`config.mk`:
```
export PLATFORM = sky130hd
export DESIGN_NAME = unipolar_rz_multi
export DESIGN_NICKNAME = d
export VERILOG_FILES = /design/src/rtl/unipolar_rz_multi.sv
export SDC_FILE = /design/constraint.sdc
export NUM_CORES = 1
export LEC_CHECK = 0
export ABC_AREA = 0
export CAP_MARGIN = 20
export CORE_ASPECT_RATIO = 0.8
export CORE_MARGIN = 3
export CORE_UTILIZATION = 45
export DETAILED_ROUTE_END_ITERATION = 10
export PLACE_DENSITY = 0.7
export SLEW_MARGIN = 0
export SYNTH_ARGS = -nofsm -noshare
export SYNTH_HDL_FRONTEND = slang
export SYNTH_SLANG_ARGS = --single-unit
```
`constraint.sdc`:
```
create_clock -name clock -period 6.5 [get_ports clock]
set_input_delay 1.95 -clock clock [delete_from_list [all_inputs] [get_ports clock]]
set_output_delay 1.95 -clock clock [all_outputs]
set_load 0.02 [all_outputs]
```
`src/rtl/unipolar_rz_multi.sv`:
```
// Multi-channel unipolar return-to-zero driver for addressable LED strings.
// One shared bit-timing engine shifts CHANNELS words out in lock-step, then holds a latch low period.
module unipolar_rz_multi #(
  parameter int  CHANNELS       = 4,
  parameter int  DATA_WIDTH     = 24,
  parameter real CLOCK_RATE     = 100e6,
  parameter real PERIOD_TIME    = 1.2e-6,
  parameter real ZERO_HIGH_TIME = 0.3e-6,
  parameter real ONE_HIGH_TIME  = 0.6e-6,
  parameter real RESET_TIME     = 80e-6,
  parameter bit  MSB_FIRST      = 1'b0
) (
  input  logic                           clock,
  input  logic                           reset_n,
  input  logic [CHANNELS*DATA_WIDTH-1:0] data,
  input  logic [CHANNELS-1:0]            channel_mask,
  input  logic                           enable,
  output logic                           ready,
  output logic [CHANNELS-1:0]            line
);
  localparam int PERIOD_CYCLES    = int'(CLOCK_RATE * PERIOD_TIME);
  localparam int ZERO_HIGH_CYCLES = int'(CLOCK_RATE * ZERO_HIGH_TIME);
  localparam int ONE_HIGH_CYCLES  = int'(CLOCK_RATE * ONE_HIGH_TIME);
  localparam int RESET_CYCLES     = int'(CLOCK_RATE * RESET_TIME);

  localparam int PHASE_W = (PERIOD_CYCLES > 1) ? $clog2(PERIOD_CYCLES) : 1;
  localparam int INDEX_W = (DATA_WIDTH > 1) ? $clog2(DATA_WIDTH) : 1;
  localparam int LATCH_W = (RESET_CYCLES > 1) ? $clog2(RESET_CYCLES) : 1;

  localparam logic [PHASE_W-1:0] PHASE_LAST = PHASE_W'(PERIOD_CYCLES - 1);
  localparam logic [PHASE_W-1:0] ZERO_HIGH  = PHASE_W'(ZERO_HIGH_CYCLES);
  localparam logic [PHASE_W-1:0] ONE_HIGH   = PHASE_W'(ONE_HIGH_CYCLES);
  localparam logic [INDEX_W-1:0] INDEX_LAST = INDEX_W'(DATA_WIDTH - 1);
  localparam logic [LATCH_W-1:0] LATCH_LAST = LATCH_W'(RESET_CYCLES - 1);

  generate
    if (!(ZERO_HIGH_CYCLES > 0 && ZERO_HIGH_CYCLES < ONE_HIGH_CYCLES &&
          ONE_HIGH_CYCLES < PERIOD_CYCLES && RESET_CYCLES >= 1)) begin : g_bad_timing
      $fatal(1, "unipolar_rz_multi: bit timing does not fit the clock rate");
    end
  endgenerate

  typedef enum logic [1:0] {S_LATCH, S_IDLE, S_BIT} state_t;

  state_t                          r_state;
  logic [LATCH_W-1:0]              r_latch_cnt;
  logic [PHASE_W-1:0]              r_phase;
  logic [INDEX_W-1:0]              r_bit_idx;
  logic [CHANNELS*DATA_WIDTH-1:0]  r_word;
  logic [CHANNELS-1:0]             r_mask;
  logic [CHANNELS-1:0]             r_line;

  logic                            w_phase_last;
  logic                            w_bit_last;
  logic                            w_accept;
  logic [INDEX_W-1:0]              w_sel;
  logic [CHANNELS-1:0]             w_line_next;

  assign w_phase_last = (r_phase == PHASE_LAST);
  assign w_bit_last   = (r_bit_idx == INDEX_LAST);
  assign ready        = (r_state == S_IDLE) || ((r_state == S_BIT) && w_phase_last && w_bit_last);
  assign w_accept     = enable && ready;
  assign w_sel        = MSB_FIRST ? (INDEX_LAST - r_bit_idx) : r_bit_idx;
  assign line         = r_line;

  // Line is registered from the current phase, so a word accepted at edge t rises at edge t+1.
  genvar gi;
  generate
    for (gi = 0; gi < CHANNELS; gi++) begin : g_chan
      logic [DATA_WIDTH-1:0] w_word;
      logic                  w_bit;
      assign w_word = r_word[gi*DATA_WIDTH +: DATA_WIDTH];
      assign w_bit  = w_word[w_sel];
      assign w_line_next[gi] = (r_state == S_BIT) && r_mask[gi] &&
                               (r_phase < (w_bit ? ONE_HIGH : ZERO_HIGH));
    end
  endgenerate

  always_ff @(posedge clock or negedge reset_n) begin
    if (!reset_n) begin
      r_state     <= S_LATCH;
      r_latch_cnt <= '0;
      r_phase     <= '0;
      r_bit_idx   <= '0;
      r_word      <= '0;
      r_mask      <= '0;
      r_line      <= '0;
    end else begin
      r_line <= w_line_next;
      case (r_state)
        S_LATCH: begin
          if (r_latch_cnt == LATCH_LAST) begin
            r_latch_cnt <= '0;
            r_state     <= S_IDLE;
          end else begin
            r_latch_cnt <= r_latch_cnt + 1'b1;
          end
        end
        S_IDLE: begin
          if (w_accept) begin
            r_word    <= data;
            r_mask    <= channel_mask;
            r_bit_idx <= '0;
            r_phase   <= '0;
            r_state   <= S_BIT;
          end
        end
        S_BIT: begin
          if (w_phase_last) begin
            r_phase <= '0;
            if (w_bit_last) begin
              r_bit_idx <= '0;
              if (w_accept) begin
                r_word <= data;
                r_mask <= channel_mask;
              end else begin
                r_latch_cnt <= '0;
                r_state     <= S_LATCH;
              end
            end else begin
              r_bit_idx <= r_bit_idx + 1'b1;
            end
          end else begin
            r_phase <= r_phase + 1'b1;
          end
        end
        default: r_state <= S_LATCH;
      endcase
    end
  end
endmodule

```
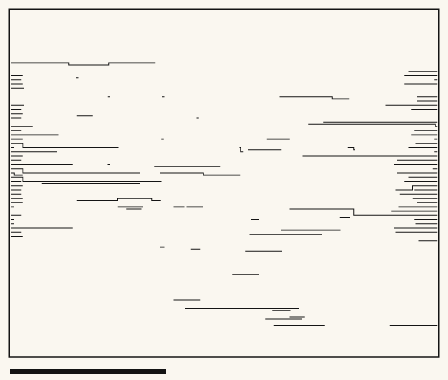
*M3 wires, run 1*
Scale bar: 50 um.
share of all routed wire: 7.7%
longest straight run: 44.4 um
nets with wire on the layer: 89
main direction: horizontal
wire length on this layer: 1120 um
final wirelength: 14.6 mm
via count: 4435
met3 Track Usage GR: 5.44%

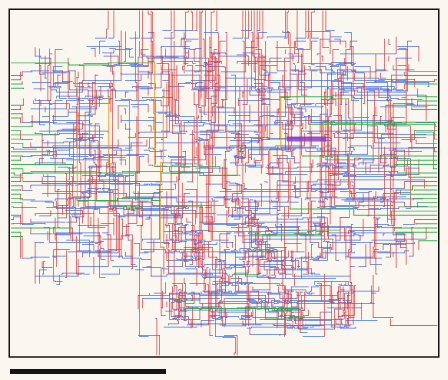
*Signal wires by layer, run 1*
Scale bar: 50 um.
[met5] purple | wire length: 11.0 um
[met3] green | wire length: 1120 um
[met2] red | wire length: 6440 um
[met4] orange | wire length: 217 um
[met1] blue | wire length: 6820 um
Routed wire per std cell: 18.1 um
Tot GR Track Use: 19.9%

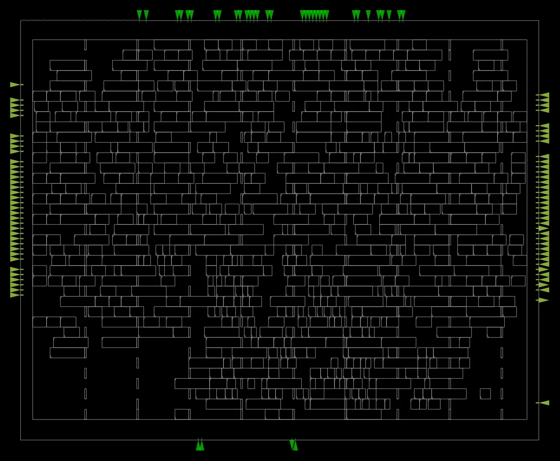
*Placement view, run 1*
fill cell count: 1022
num rows: 37
floorplan core area: 13200 um2
tapcells inserted: 175
flop share of the area: 40.5%

==> results.toml, run 1 <==
# implementation run metrics
[route]
wl_met3_mm = 1.12
ant_nets = 0
wl_met1_mm = 6.82

[synth]
ys_sh_aoi_pct = 8.95
yosys_warnings = 0
top_cells_by_count = "131 x dfrtp_1, 72 x mux2_2, 49 x mux2i_1, 32 x nand2_1, 29 x mux2_1"
mux_share_pct = 26.2

[layout]
seq_area_um2 = 3280
logic_area_um2 = 2820
areaGrowthSynthToFinish_pct = 30.1
final_cells = 806
final.clkbuf_count = 18
comb_share_pct = 34.8

[setup_path]
start_kind = "register"
cp.depth = 4
timing.rr.start = "r_phase[1]"
critPathCapture = "ready"

[timing]
report.final.slew_viol_count = 0
worst_clock_skew_ns = 0.00924
final.setup.tns_ns = 0
final.setup.worst_slack_ns = 1.96
tightest_slew_ns = 0.889
timing.fmax_mhz = 220

[pwr]
p_leak_nw = 3.48
ir_drop_mv = 0.225
power.internal_w = 0.00255

[place]
post-dp-hpwl_mm = 10.1
io_buffers = 107
dpl_worst_slack_ns = 2.26

[floorplanning]
io_pins = 108
die_h_um = 111

[clock_network]
post_cts_buffers = 0

[run_status]
outcome = "finished, final reports clean"

[grt]
grt_start_max_net_pins = 67

[job]
max_cap_viol_count = 0
==> run 2, diff against run 1 <==
Settings changed: PLACE_DENSITY 0.7 to 0.72.
Clock period 6.5 ns to 4.03 ns, I/O delays scaled along.
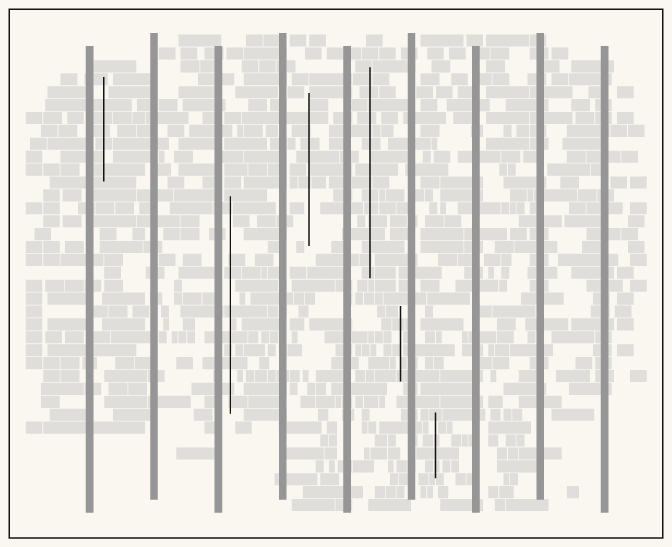
*M4 wires, run 2*
Supply wires on this layer in gray.
nets with wire on the layer: 3
longest straight run: 45.6 um
wire length on this layer: 173 um
main direction: vertical
share of all routed wire: 1.2%
final wirelength: 14.6 mm
via count: 4447

==> results.toml, run 2 <==
# implementation run metrics
[timing]
worst_clock_skew_ns = 0.00683
final.setup.tns_ns = 0
timing.fmax_mhz = 263
report.final.slew_viol_count = 0
tightest_slew_ns = 1.16

[synth]
mux_share_pct = 26.2
top_cells_by_count = "131 x dfrtp_1, 72 x mux2_2, 49 x mux2i_1, 32 x nand2_1, 29 x mux2_1"
ys_sh_aoi_pct = 8.95
yosys_warnings = 0

[floorplanning]
core_um2 = 13200
rows = 37
taps = 175
die_h_um = 111

[route]
wl_met1_mm = 6.76
ant_nets = 0
wl_per_cell_um = 18.2
wl_met3_mm = 1.13

[layout]
fillCellCount = 1000
seq_share_pct = 40.6
final_cells = 804
final.clkbuf_count = 22
seq_area_um2 = 3280
logic_area_um2 = 2820
comb_share_pct = 34.8

[setup_path]
cp.depth = 4
r2r_cells = 10
start_kind = "register"
critPathCapture = "ready"
timing.rr.start = "r_bit_idx[0]"

[run_status]
outcome = "finished, final reports clean"

[pwr]
power.internal_w = 0.00409
p_leak_nw = 3.49
ir_drop_mv = 0.411

[grt]
use_met3_pct = 6.62
grt_start_max_net_pins = 83
grt_use_total_pct = 19.9

[place]
dpl_worst_slack_ns = 0.657
io_buffers = 107
post-dp-hpwl_mm = 10.0
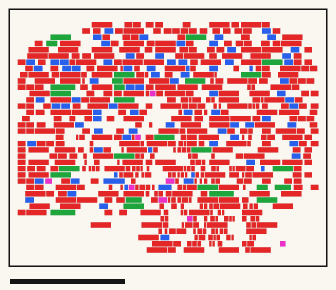
*Cell sizes after repair, run 2*
Scale bar: 50 um.
[drive 6 and up] green | cells: 26 | share: 4.1% | most used: clkbuf_16
[drive 2] blue | cells: 82 | share: 13% | most used: mux2_2
[drive 3 to 4] magenta | cells: 8 | share: 1.3% | most used: buf_4
[drive 1 or less] red | cells: 513 | share: 82% | most used: dfrtp_1
synthesis-to-layout area growth: 30.0%
setup ws final: 0.227 ns

==> run 3, diff against run 2 <==
Settings changed: CORE_UTILIZATION 45 to 48, CTS_CLUSTER_DIAMETER set to 60, PLACE_DENSITY 0.72 to 0.76.
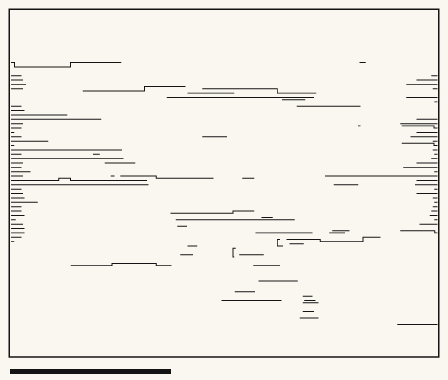
*M3 wires, run 3*
Scale bar: 50 um.
nets with wire on the layer: 98
main direction: horizontal
share of all routed wire: 6.7%
longest straight run: 45.5 um
wire length on this layer: 1010 um
met3 Track Usage GR: 7.29%
final wirelength: 14.9 mm
via count: 4491

==> results.toml, run 3 <==
# implementation run metrics
[floorplanning]
io_pins = 108
rows = 36
die_h_um = 108
taps = 171
core_um2 = 12400

[timing]
final.setup.worst_slack_ns = 0.208
worst_clock_skew_ns = 0.00868
report.final.slew_viol_count = 0
tightest_slew_ns = 1.14
final.setup.tns_ns = 0

[layout]
final_cells = 803
final.clkbuf_count = 20
areaGrowthSynthToFinish_pct = 29.3
fillCellCount = 959
seq_area_um2 = 3280
comb_share_pct = 35.0
logic_area_um2 = 2820

[job]
max_cap_viol_count = 0

[place]
io_buffers = 107
dpl_worst_slack_ns = 0.649
post-dp-hpwl_mm = 10.3

[clock_network]
post_cts_buffers = 0

[route]
ant_nets = 0
drt_iter0_drc = 280
wl_met1_mm = 6.94
wl_met3_mm = 1.01

[setup_path]
r2r_cells = 10
start_kind = "register"
cp.depth = 4
timing.rr.start = "r_bit_idx[0]"
critPathCapture = "ready"
startpoint = "r_phase[1]"

[synth]
top_cells_by_count = "131 x dfrtp_1, 72 x mux2_2, 49 x mux2i_1, 32 x nand2_1, 29 x mux2_1"
top_cells_by_area = "dfrtp_1 53%, mux2_2 13%, mux2i_1 7.9%"
ys_sh_aoi_pct = 8.95
yosys_warnings = 0

[pwr]
p_leak_nw = 3.45
ir_drop_mv = 0.363
power.internal_w = 0.00394

[run_status]
outcome = "finished, final reports clean"

[grt]
grt_pass1_wl_mm = 24.0
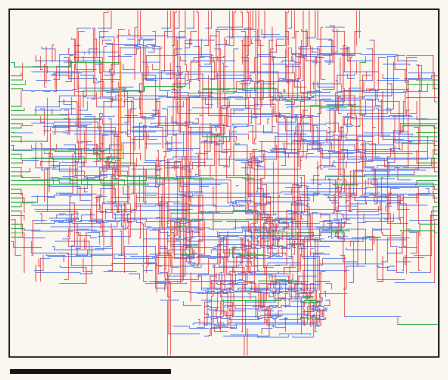
*Signal wires by layer, run 3*
Scale bar: 50 um.
[met1] blue | wire length: 6940 um
[met2] red | wire length: 6870 um
[met3] green | wire length: 1010 um
[met4] orange | wire length: 103 um
Tot GR Track Use: 21.6%
Routed wire per std cell: 18.6 um

